Figure 1. PDN straps and rails (run 1).
The bar under the picture is 20 um long. Pins as bars on the die edge.
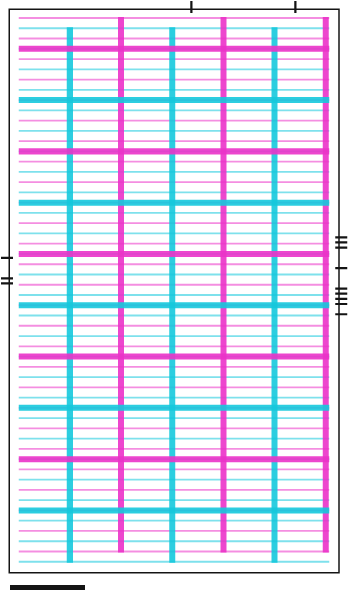
Figure 2. Placement by cell class (run 1).
The bar under the picture is 20 um long.
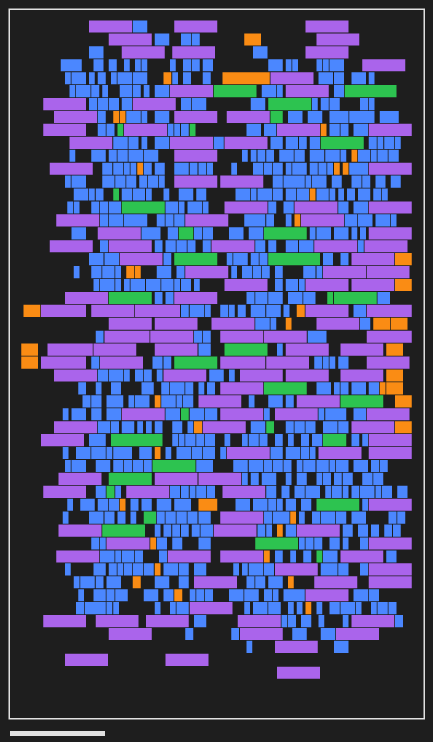
Figure 3. Clock network drawn from the DEF (run 1).
The bar under the picture is 20 um long.
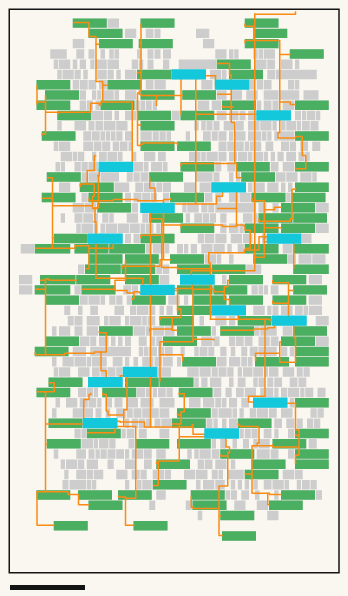
<file path="src/rtl/frogger_input_conditioner.sv">
// Pushbutton conditioner: synchronize, debounce and arbitrate four active-low buttons into move strobes.
// Define AUTO_REPEAT_EN to add hold-to-repeat pulses; the default build emits one pulse per press.
module frogger_input_conditioner #(
    parameter int unsigned DEBOUNCE_CYCLES = 1000000,
    parameter int unsigned REPEAT_DELAY    = 50000000,
    parameter int unsigned REPEAT_PERIOD   = 25000000,
    parameter int unsigned CNT_W           = 28
) (
    input  logic       clk,
    input  logic       reset,
    input  logic       up,
    input  logic       down,
    input  logic       left,
    input  logic       right,
    output logic       up_pulse,
    output logic       down_pulse,
    output logic       left_pulse,
    output logic       right_pulse,
    output logic [3:0] btn_level
);

    localparam longint CNT_MAX = (longint'(1) << CNT_W) - 1;
    localparam logic [CNT_W-1:0] DB_LAST = CNT_W'(DEBOUNCE_CYCLES - 1);
    localparam logic [CNT_W-1:0] CNT_SAT = '1;

    // Refuse to elaborate with counts the counters cannot represent.
    if (DEBOUNCE_CYCLES < 1 || REPEAT_DELAY < 1 || REPEAT_PERIOD < 1 ||
        longint'(DEBOUNCE_CYCLES) > CNT_MAX || longint'(REPEAT_DELAY) > CNT_MAX ||
        longint'(REPEAT_PERIOD) > CNT_MAX) begin : g_cfg_check
        $error("frogger_input_conditioner: counts must be >= 1 and fit in CNT_W bits");
    end

    // Bit order everywhere is {up, down, left, right}.
    logic [3:0]       pins;
    logic [3:0]       sync1, sync2;
    logic [3:0]       pressed_sync;
    logic [3:0]       stable, stable_d;
    logic [3:0]       rise;
    logic [3:0]       press_evt;
    logic [3:0]       pulse_next;
    logic [3:0]       pulse_q;
    logic [CNT_W-1:0] db_cnt [4];

    assign pins         = {up, down, left, right};
    assign pressed_sync = ~sync2;
    assign rise         = stable & ~stable_d;

    always_ff @(posedge clk or posedge reset) begin
        if (reset) begin
            sync1    <= '1;
            sync2    <= '1;
            stable   <= '0;
            stable_d <= '0;
            pulse_q  <= '0;
            for (int i = 0; i < 4; i++) db_cnt[i] <= '0;
        end else begin
            // NOTE: every register here uses <= so all flops sample pre-edge values, like real hardware.
            sync1    <= pins;
            sync2    <= sync1;
            stable_d <= stable;
            pulse_q  <= pulse_next;
            for (int i = 0; i < 4; i++) begin
                if (pressed_sync[i] == stable[i]) begin
                    db_cnt[i] <= '0;
                end else if (db_cnt[i] == DB_LAST) begin
                    stable[i] <= pressed_sync[i];
                    db_cnt[i] <= '0;
                end else if (db_cnt[i] != CNT_SAT) begin
                    db_cnt[i] <= db_cnt[i] + CNT_W'(1);
                end
            end
        end
    end

`ifdef AUTO_REPEAT_EN
    localparam logic [CNT_W-1:0] DELAY_LAST  = CNT_W'(REPEAT_DELAY - 1);
    localparam logic [CNT_W-1:0] PERIOD_LAST = CNT_W'(REPEAT_PERIOD - 1);

    // hold_cnt is 0 in the press-pulse cycle and restarts at each repeat pulse;
    // rep_phase selects the initial delay or the repeat period as the target.
    logic [CNT_W-1:0] hold_cnt [4];
    logic [3:0]       rep_phase;
    logic [3:0]       rep_evt;

    always_comb begin
        // NOTE: default first so every path assigns rep_evt and no latch is inferred.
        rep_evt = '0;
        for (int i = 0; i < 4; i++) begin
            if (stable[i] && stable_d[i] &&
                hold_cnt[i] == (rep_phase[i] ? PERIOD_LAST : DELAY_LAST))
                rep_evt[i] = 1'b1;
        end
    end

    always_ff @(posedge clk or posedge reset) begin
        if (reset) begin
            rep_phase <= '0;
            for (int i = 0; i < 4; i++) hold_cnt[i] <= '0;
        end else begin
            for (int i = 0; i < 4; i++) begin
                if (!stable[i] || rise[i]) begin
                    hold_cnt[i]  <= '0;
                    rep_phase[i] <= 1'b0;
                end else if (rep_evt[i]) begin
                    hold_cnt[i]  <= '0;
                    rep_phase[i] <= 1'b1;
                end else if (hold_cnt[i] != CNT_SAT) begin
                    hold_cnt[i] <= hold_cnt[i] + CNT_W'(1);
                end
            end
        end
    end

    assign press_evt = rise | rep_evt;
`else
    assign press_evt = rise;
`endif

    // Opposing moves: up beats down, right beats left; the loser is dropped.
    always_comb begin
        pulse_next = press_evt;
        if (press_evt[3]) pulse_next[2] = 1'b0;
        if (press_evt[0]) pulse_next[1] = 1'b0;
    end

    assign {up_pulse, down_pulse, left_pulse, right_pulse} = pulse_q;
    assign btn_level = stable;

endmodule

</file>
<file path="config.mk">
export PLATFORM = sky130hd
export DESIGN_NAME = frogger_input_conditioner
export DESIGN_NICKNAME = d
export VERILOG_FILES = /design/src/rtl/frogger_input_conditioner.sv
export SDC_FILE = /design/constraint.sdc
export NUM_CORES = 1
export LEC_CHECK = 0
export CORE_AREA = 2 2 85 147
export DETAILED_ROUTE_END_ITERATION = 10
export DIE_AREA = 0 0 87 149
export GPL_TIMING_DRIVEN = 0
export PLACE_DENSITY = 0.87
export SLEW_MARGIN = 20
export SYNTH_ARGS = -nofsm -noshare
export SYNTH_HDL_FRONTEND = slang
export SYNTH_SLANG_ARGS = --single-unit
export TNS_END_PERCENT = 1
</file>
<file path="constraint.sdc">
create_clock -name clk -period 9.9 [get_ports clk]
set_input_delay 0.99 -clock clk [delete_from_list [all_inputs] [get_ports clk]]
set_output_delay 0.99 -clock clk [all_outputs]
set_load 0.02 [all_outputs]
</file>
==> run notes, run 1 <==
flow finished, numbers: CP Buf/Inv Count 2, Bufs on Longest Clock Path 2, Crit Reg-Reg Startpoint db_cnt[0]$_DFFE_PP0P_, post-cts repair resize count 0, Distinct cells, synth 59, Post-synth EDFFs 0, Floorplan Utilization 58.2%, clock-pin slew on the worst setup and hold paths 60 ps, R2R setup slack 7130 ps, most frequent CP cell clkbuf_1, RD Place Congestion 0.929, Chip Area, Yosys 6900 um^2, critical path peak fanout 10, CTS tree built, Async SR Flop Fraction 100%, status finished, final reports clean, gr ovfl total 0, critical path type reg2reg, total track usage 26.1%, uppermost layer routed met4, Initial DRT Pass Iterations 5, Fmax 0.361 GHz, Mapped Nets 741, I/O Buffers 13, final WL 15700 um, fillers 862, max-cap violations 0, clock sink total 132, Metal-1 WL 6040 um, DR iter-0 viols 364, cts hold-fix bufs 0, Vias 5897, Crit path depth 8, Worst-Margin Slew 1000 ps, Commonest Layout Cell dfrtp_1, metal3 WL 616 um, initial antenna violation count 0, fin crit share 28.0%, syn_area_per_cell 9.44 um^2, R2R depth 8, CP startpoint db_cnt[0]$_DFFE_PP0P_, max-slew violations 0, Seq cells post-synth 132, Hold/Removal Path Class reg2reg
About Figure 1:
VSS -> cyan
VDD -> magenta
signal pins = 14
met4 straps = 6
rows = 53
met1 rails = 54
Die Wd: 87 um
Peak VDD IR: 143 uV
die y size: 149 um

About Figure 2:
combinational and other logic -> blue  # cells 570, share of their area 45%
clock drivers and dummy loads -> green  # cells 32, share of their area 7.7%
remaining buffers and delay cells -> orange  # cells 43, share of their area 3.7%
sequential cells -> purple  # cells 132, share of their area 43%
Cell Rows: 53
Final Util: 65.9%

About Figure 3:
flip-flops -> green  # count 132
clock wires -> orange  # length 1690 um
clock drivers -> cyan  # count 17
flops lie = all over the die
Clock Latency Late Sink: 420 ps
Clock group: 0.633 mW
clock network power share: 51.9%
clock skew: 5.92 ps

==> run 1: report_power, final <==
part / internal (mW) / switching (mW) / total, mW / leakage, nW
logic: 0.0102 / 0.0239 / 0.0342 / 0.887
registers: 0.547 / 0.00627 / 0.553 / 1.81
clock network: 0.401 / 0.231 / 0.633 / 0.281
==> run 1: Yosys cell counts, drive strengths merged (11+ instances only) <==
cell,instances
dfrtp,124
nor2,86
xnor2,59
a21oi,55
nand2,50
nand3,45
nand4,38
clkbuf,22
nor3,20
o21ai,19
or3,19
nor4,18
xor2,17
a211oi,15
and4,14
and3,13
and2,12
inv,11
==> run 1: flip-flops by register name, summed over array words and instances (netlist names) <==
signal	flops
stable_d	4
btn_level	4
sync1	4
sync2	4
db_cnt	112
pulse_q	4
==> run 1: layout make-up <==
class | instances | share of cell area (%)
Multi-Input combinational cell | 559 | 43.8
Sequential cell | 132 | 42.3
Inverter | 11 | 0.592
Clock buffer | 23 | 5.85
Clock inverter | 9 | 1.65
Tap cell | 137 | 2.19
Buffer | 29 | 1.58
Timing Repair Buffer | 14 | 2.01
==> run 1: kinds of logic after synthesis <==
group                    Yosys count  share of synthesized area, %
AND/OR/NAND/NOR                  351                          27.4
flip-flops                       132                          48.0
AND-OR/OR-AND                    125                          11.4
XOR/XNOR                          76                          9.64
buffers and inverters             40                          2.39
adder cells (fa/ha/maj)            4                         0.725
multiplexers                       3                         0.471
==> run 1: how the worst min path moves through the flow <==
stage	startpoint	end	slack [ps]	cells past startpoint
final	sync1[3]$_DFF_PP1_	sync2[3]$_DFF_PP1_	360	0
after global routing	sync1[3]$_DFF_PP1_	sync2[3]$_DFF_PP1_	360	0
after CTS	sync1[3]$_DFF_PP1_	sync2[3]$_DFF_PP1_	360	0
after detailed placement	sync1[2]$_DFF_PP1_	sync2[2]$_DFF_PP1_	350	0
after global placement	sync1[3]$_DFF_PP1_	sync2[3]$_DFF_PP1_	350	0
after floorplan	sync1[0]$_DFF_PP1_	sync2[0]$_DFF_PP1_	350	0
==> run 1: stage by stage <==
step | power (mW) | hold slack (ps) | setup slack (ps) | std cells | cell area (um^2)
final | 1.22 | 356 | 7130 | 914 | 7830
after global placement | 0.594 | 348 | 3820 | 881 | 7210
after global routing | 1.25 | 358 | 7000 | 914 | 7830
after detailed placement | 0.597 | 350 | 7270 | 882 | 7240
after CTS | 1.22 | 357 | 7180 | 914 | 7830
after floorplan | 0.584 | 345 | 5400 | 731 | 6900
==> run 1: per-layer routing <==
| layer | up-vias | GRT usage (%) |
|---|---|---|
| met5 | - | 0 |
| met4 | 0 | 14.5 |
| met3 | 55 | 4.37 |
| met2 | 215 | 45.5 |
| met1 | 2882 | 29.6 |
| li1 | 2745 | - |
Figure 4. Routed metal, one color a layer (run 1).
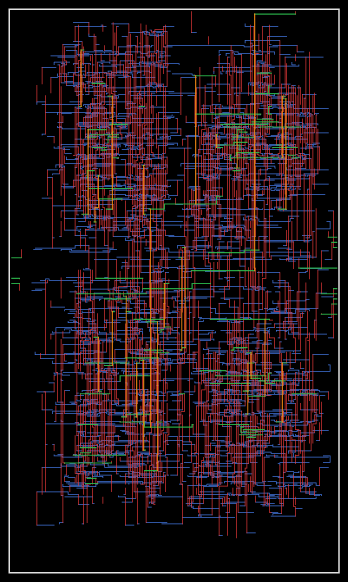

==> run 2, diff against run 1 <==
--- a/config.mk
+++ b/config.mk
@@ -5,11 +5,11 @@
 export SDC_FILE = /design/constraint.sdc
 export NUM_CORES = 1
 export LEC_CHECK = 0
-export CORE_AREA = 2 2 85 147
+export CORE_AREA = 2 2 87 152
 export DETAILED_ROUTE_END_ITERATION = 10
-export DIE_AREA = 0 0 87 149
+export DIE_AREA = 0 0 89 154
 export GPL_TIMING_DRIVEN = 0
-export PLACE_DENSITY = 0.87
+export PLACE_DENSITY = 0.86
 export SLEW_MARGIN = 20
 export SYNTH_ARGS = -nofsm -noshare
 export SYNTH_HDL_FRONTEND = slang
==> constraint.sdc (replaced) <==
create_clock -name clk -period 2.5 [get_ports clk]
set_input_delay 0.25 -clock clk [delete_from_list [all_inputs] [get_ports clk]]
set_output_delay 0.25 -clock clk [all_outputs]
set_load 0.02 [all_outputs]
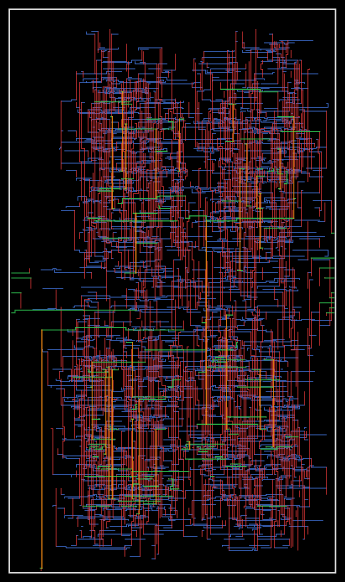
Figure 5: run 2, routed metal, one color a layer.
metal 3 -> green  # wire length 706 um
metal 1 -> blue  # wire length 6260 um
metal 4 -> orange  # wire length 630 um
metal 2 -> red  # wire length 8840 um
total track usage: 25.0%
drt wl/cell: 17.3 um
final WL: 16400 um
Vias: 5921

==> run notes, run 2 <==
flow finished, numbers: clock network power share 53.5%, Final Util 64.9%, Initial DRT Pass Iterations 5, Async SR Flop Fraction 100%, switching share of power 20.8%, Top reg by flops db_cnt, clock-pin slew on the worst setup and hold paths 50 ps, max-cap violations 0, top cells by count, synth 124 x dfrtp_1, 86 x nor2_1, 59 x xnor2_1, 55 x a21oi_1, 50 x nand2_1, max-slew violations 0, syn_area_per_cell 9.44 um^2, fillers 1004, status finished, final reports clean, CP startpoint db_cnt[84]$_DFFE_PP0P_, gr ovfl total 0, Die Wd 89 um, Logic pwr share 3.0%, Crit Reg-Reg Startpoint db_cnt[84]$_DFFE_PP0P_, Mapped Nets 741, Fmax 0.402 GHz, die y size 154 um, Seq cells post-synth 132
==> run 2: netlist changes by cell type in the layout (fill, tap and decap cells not counted), sizes merged <==
| cell | change |
|---|---|
| clkbuf | +1 |
| inv | -1 |
| clkinv | -1 |
| buf | +6 |
| bufinv | +1 |
==> run 2: routing by layer <==
layer / up-vias / wire (um) / global-route usage (%)
li1: 2760 / - / -
met1: 2882 / 6260 / 27.8
met2: 214 / 8840 / 44.1
met3: 65 / 705 / 4.56
met4: 0 / 629 / 12.9
met5: - / 0 / 0
==> run 2: final timing paths <==
path / to / depth (start not counted)
setup / recovery: db_cnt[104]$_DFFE_PP0P_ / 7
hold / removal: db_cnt[48]$_DFFE_PP0P_ / 2
setup reg to reg: db_cnt[104]$_DFFE_PP0P_ / 7
hold reg to reg: sync2[0]$_DFF_PP1_ / 0
max in group asynchronous: sync1[0]$_DFF_PP1_ / 4
min in group clk: sync1[3]$_DFF_PP1_ / 1
==> run 2: final cells by class <==
cell class / count / share of cell area [%]
Timing Repair Buffer: 20 / 2.98
Multi-Input combinational cell: 559 / 43.3
Clock buffer: 24 / 6.09
Clock inverter: 8 / 1.81
Inverter: 11 / 0.558
Buffer: 29 / 1.61
Tap cell: 168 / 2.61
Sequential cell: 132 / 41.1
==> run 2: per-stage QoR <==
step | std cells | hold WS [ps] | worst slack [ps]
floorplan | 731 | 254 | 305
global placement | 912 | 346 | -524
detailed placement | 916 | 347 | -172
CTS | 948 | 235 | 4.46
global route | 951 | 243 | -115
finish | 951 | 232 | 9.68
==> run 2: logic make-up after synthesis <==
group           after synthesis  synth area share, %
flops                       132                 48.0
xor+xnor                     76                 9.64
simple gates                351                 27.4
compound gates              125                 11.4
buf+inv                      40                 2.39
mux                           3                0.471
fa+ha+maj                     4                0.725
==> run 2: power groups by stage <==
| stage | combinational, mW | sequential (mW) | clock [mW] |
|---|---|---|---|
| 2_1_floorplan | 0.0932 | 2.22 | 0 |
| 3_3_place_gp | 0.129 | 2.23 | 0 |
| 4_1_cts | 0.155 | 2.19 | 2.70 |
| 5_1_grt | 0.171 | 2.19 | 2.79 |
| 6_report | 0.151 | 2.19 | 2.70 |
| 3_5_place_dp | 0.151 | 2.23 | 0 |
==> run 2: critical path, cell delays in order (launching register included) <==
cell and delay (ps):
dfrtp_1 420, ha_1 240, nand4_1 170, nor4_1 430
clkbuf_1 400, buf_2 320, a21oi_1 110, a311oi_1 280
==> run 2: timing repair <==
action,in CTS,in global routing
cloned,0,0
buffers inserted,0,3
pin swaps,0,1
endpoints found under the setup margin,51,87
gates resized,7,10
Figure 6. Placement by cell class (run 2).
The bar under the picture is 20 um long.
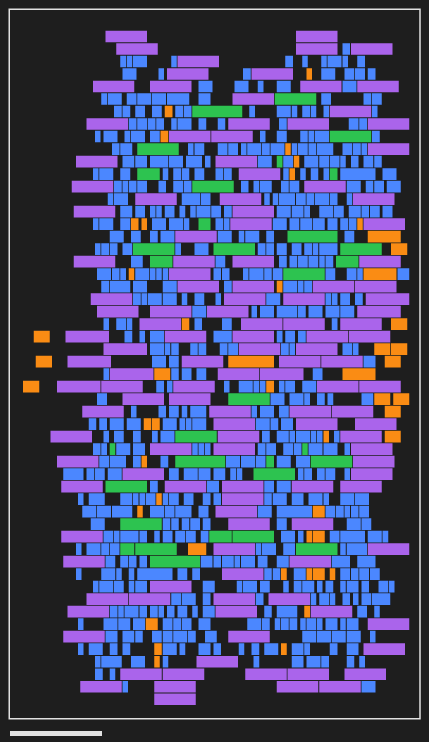

==> run 3, diff against run 2 <==
--- a/config.mk
+++ b/config.mk
@@ -5,9 +5,11 @@
 export SDC_FILE = /design/constraint.sdc
 export NUM_CORES = 1
 export LEC_CHECK = 0
-export CORE_AREA = 2 2 87 152
+export CELL_PAD_IN_SITES_DETAIL_PLACEMENT = 1
+export CELL_PAD_IN_SITES_GLOBAL_PLACEMENT = 1
+export CORE_AREA = 2 2 98 171
 export DETAILED_ROUTE_END_ITERATION = 10
-export DIE_AREA = 0 0 89 154
+export DIE_AREA = 0 0 100 173
 export GPL_TIMING_DRIVEN = 0
 export PLACE_DENSITY = 0.86
 export SLEW_MARGIN = 20
==> constraint.sdc (replaced) <==
create_clock -name clk -period 2.5 [get_ports clk]
set_input_delay 0.25 -clock clk [delete_from_list [all_inputs] [get_ports clk]]
set_output_delay 0.25 -clock clk [all_outputs]
set_load 0.05 [all_outputs]
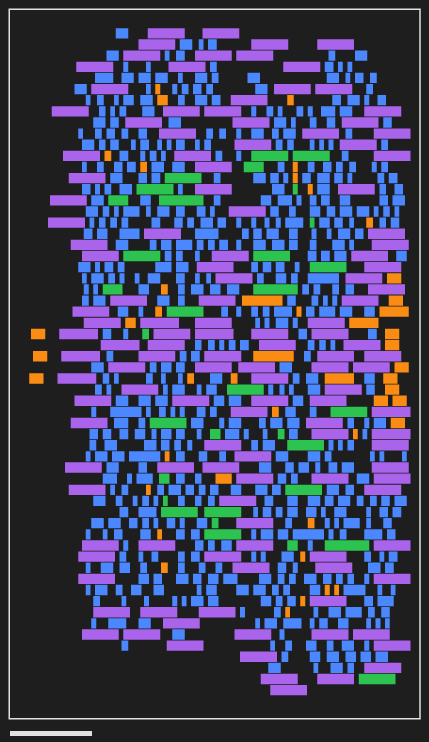
Figure 7: run 3, placement by cell class.
The bar under the picture is 20 um long.
sequential cells -> purple  # cells 132, share of their area 42%
clock drivers and dummy loads -> green  # cells 32, share of their area 7.7%
remaining buffers and delay cells -> orange  # cells 46, share of their area 4.8%
combinational and other logic -> blue  # cells 570, share of their area 45%
Final Util: 51.0%
core area: 15900 um^2

==> run notes, run 3 <==
flow finished, numbers: Cell Rows 61, Peak VDD IR 327 uV, Floorplan Utilization 43.5%, syn_area_per_cell 9.44 um^2, Post-synth EDFFs 0, Chip Area, Yosys 6900 um^2, max-cap violations 0, Bufs on Longest Clock Path 2, Vias 5981, Crit path depth 7, CTS tree built, Die Wd 100 um, clock sink total 132, critical path peak fanout 10, Clock Latency Late Sink 430 ps, gr ovfl total 0, critical path type reg2reg, Final Cell Area 8090 um^2, cts hold-fix bufs 0, CP max stage delay 500 ps, Fmax 0.404 GHz, status finished, final reports clean, I/O Buffers 13, top cells by count, synth 124 x dfrtp_1, 86 x nor2_1, 59 x xnor2_1, 55 x a21oi_1, 50 x nand2_1, DR iter-0 viols 330, Worst-Margin Slew 643 ps, max reg flops 112, fin crit share 99.0%, clock-pin slew on the worst setup and hold paths 60 ps, Distinct cells, synth 59, drt wl/cell 20.4 um, die y size 173 um, Seq cells post-synth 132, worst path cell trace ha_1, nand2_1, nor4_4, clkbuf_1, a21boi_0, xnor2_1, nor2_1, initial antenna violation count 0, max-slew violations 0, Top reg by flops db_cnt, fillers 1822, hold slack 77.1 ps
-- run 3: cell count changes in the layout (fill, tap and decap cells not counted), moves of 2 or more --
cell / previous run / this run
buf_2: 6 / 4
buf_4: 3 / 0
clkinvlp_4: 2 / 4
clkbuf_2: 2 / 7
clkbuf_1: 22 / 16
-- run 3: cells by family after synthesis --
group	count (synthesis)	synth area share, %
simple gates	351	27.4
mux	3	0.471
flops	132	48.0
fa+ha+maj	4	0.725
compound gates	125	11.4
xor+xnor	76	9.64
buf+inv	40	2.39
-- run 3: path summary, 6_finish.rpt --
kind | startpoint | to | slack, ps
max reg2reg | db_cnt[56]$_DFFE_PP0P_ | db_cnt[62]$_DFFE_PP0P_ | 30
max | db_cnt[56]$_DFFE_PP0P_ | db_cnt[62]$_DFFE_PP0P_ | 30
min in group clk | right | sync1[0]$_DFF_PP1_ | 230
min reg2reg | sync1[3]$_DFF_PP1_ | sync2[3]$_DFF_PP1_ | 360
min | reset | pulse_q[0]$_DFF_PP0_ | 80
max in group asynchronous | reset | sync1[3]$_DFF_PP1_ | 1560
-- run 3: repair_timing --
item,CTS,global route
gates resized,12,17
endpoints found under the setup margin,89,73
pin swaps,0,1
-- run 3: per-stage QoR --
step | cells | worst slack, ps | TNS, ps | utilization (%)
final | 969 | 25.9 | 0 | 51.0
after global routing | 969 | -143 | -649 | 51.0
after CTS | 970 | 23.1 | 0 | 50.7
after detailed placement | 938 | -257 | -7680 | 46.5
after global placement | 933 | -492 | -62980 | 45.8
after floorplan | 731 | 305 | 0 | -
-- run 3: routing by layer --
layer,vias up,track usage (%),wire (um)
met5,-,0,0
met4,0,11.1,615
met3,55,3.92,498
met2,120,45.4,11200
met1,3059,25.3,7490
li1,2747,-,-
-- run 3: area by class of cell --
type                            count  area [um^2]  area share, %
Sequential cell                   132         3310           40.9
Clock inverter                      9          128           1.58
Timing Repair Buffer               18          245           3.03
Tap cell                          189          236           2.92
Inverter                           11         45.0          0.557
Clock buffer                       23          478           5.91
Buffer                             28          134           1.65
Multi-Input combinational cell    559         3510           43.4
-- run 3: worst reg2reg max path: stages (launching register included) --
cell and delay (ps):
dfrtp_1 500, ha_1 310, nand2_1 130, nor4_4 440, clkbuf_1 440, a21boi_0 220
xnor2_1 220, nor2_1 80
-- run 3: power by group --
part | total (mW) | internal [mW] | leakage [nW] | switching, mW
sequential | 2.19 | 2.16 | 1.81 | 0.0268
combinational | 0.163 | 0.0561 | 0.985 | 0.106
clock | 2.60 | 1.64 | 0.289 | 0.955
total | 4.95 | 3.86 | 3.08 | 1.09
Power and IR drop assume default switching activity.
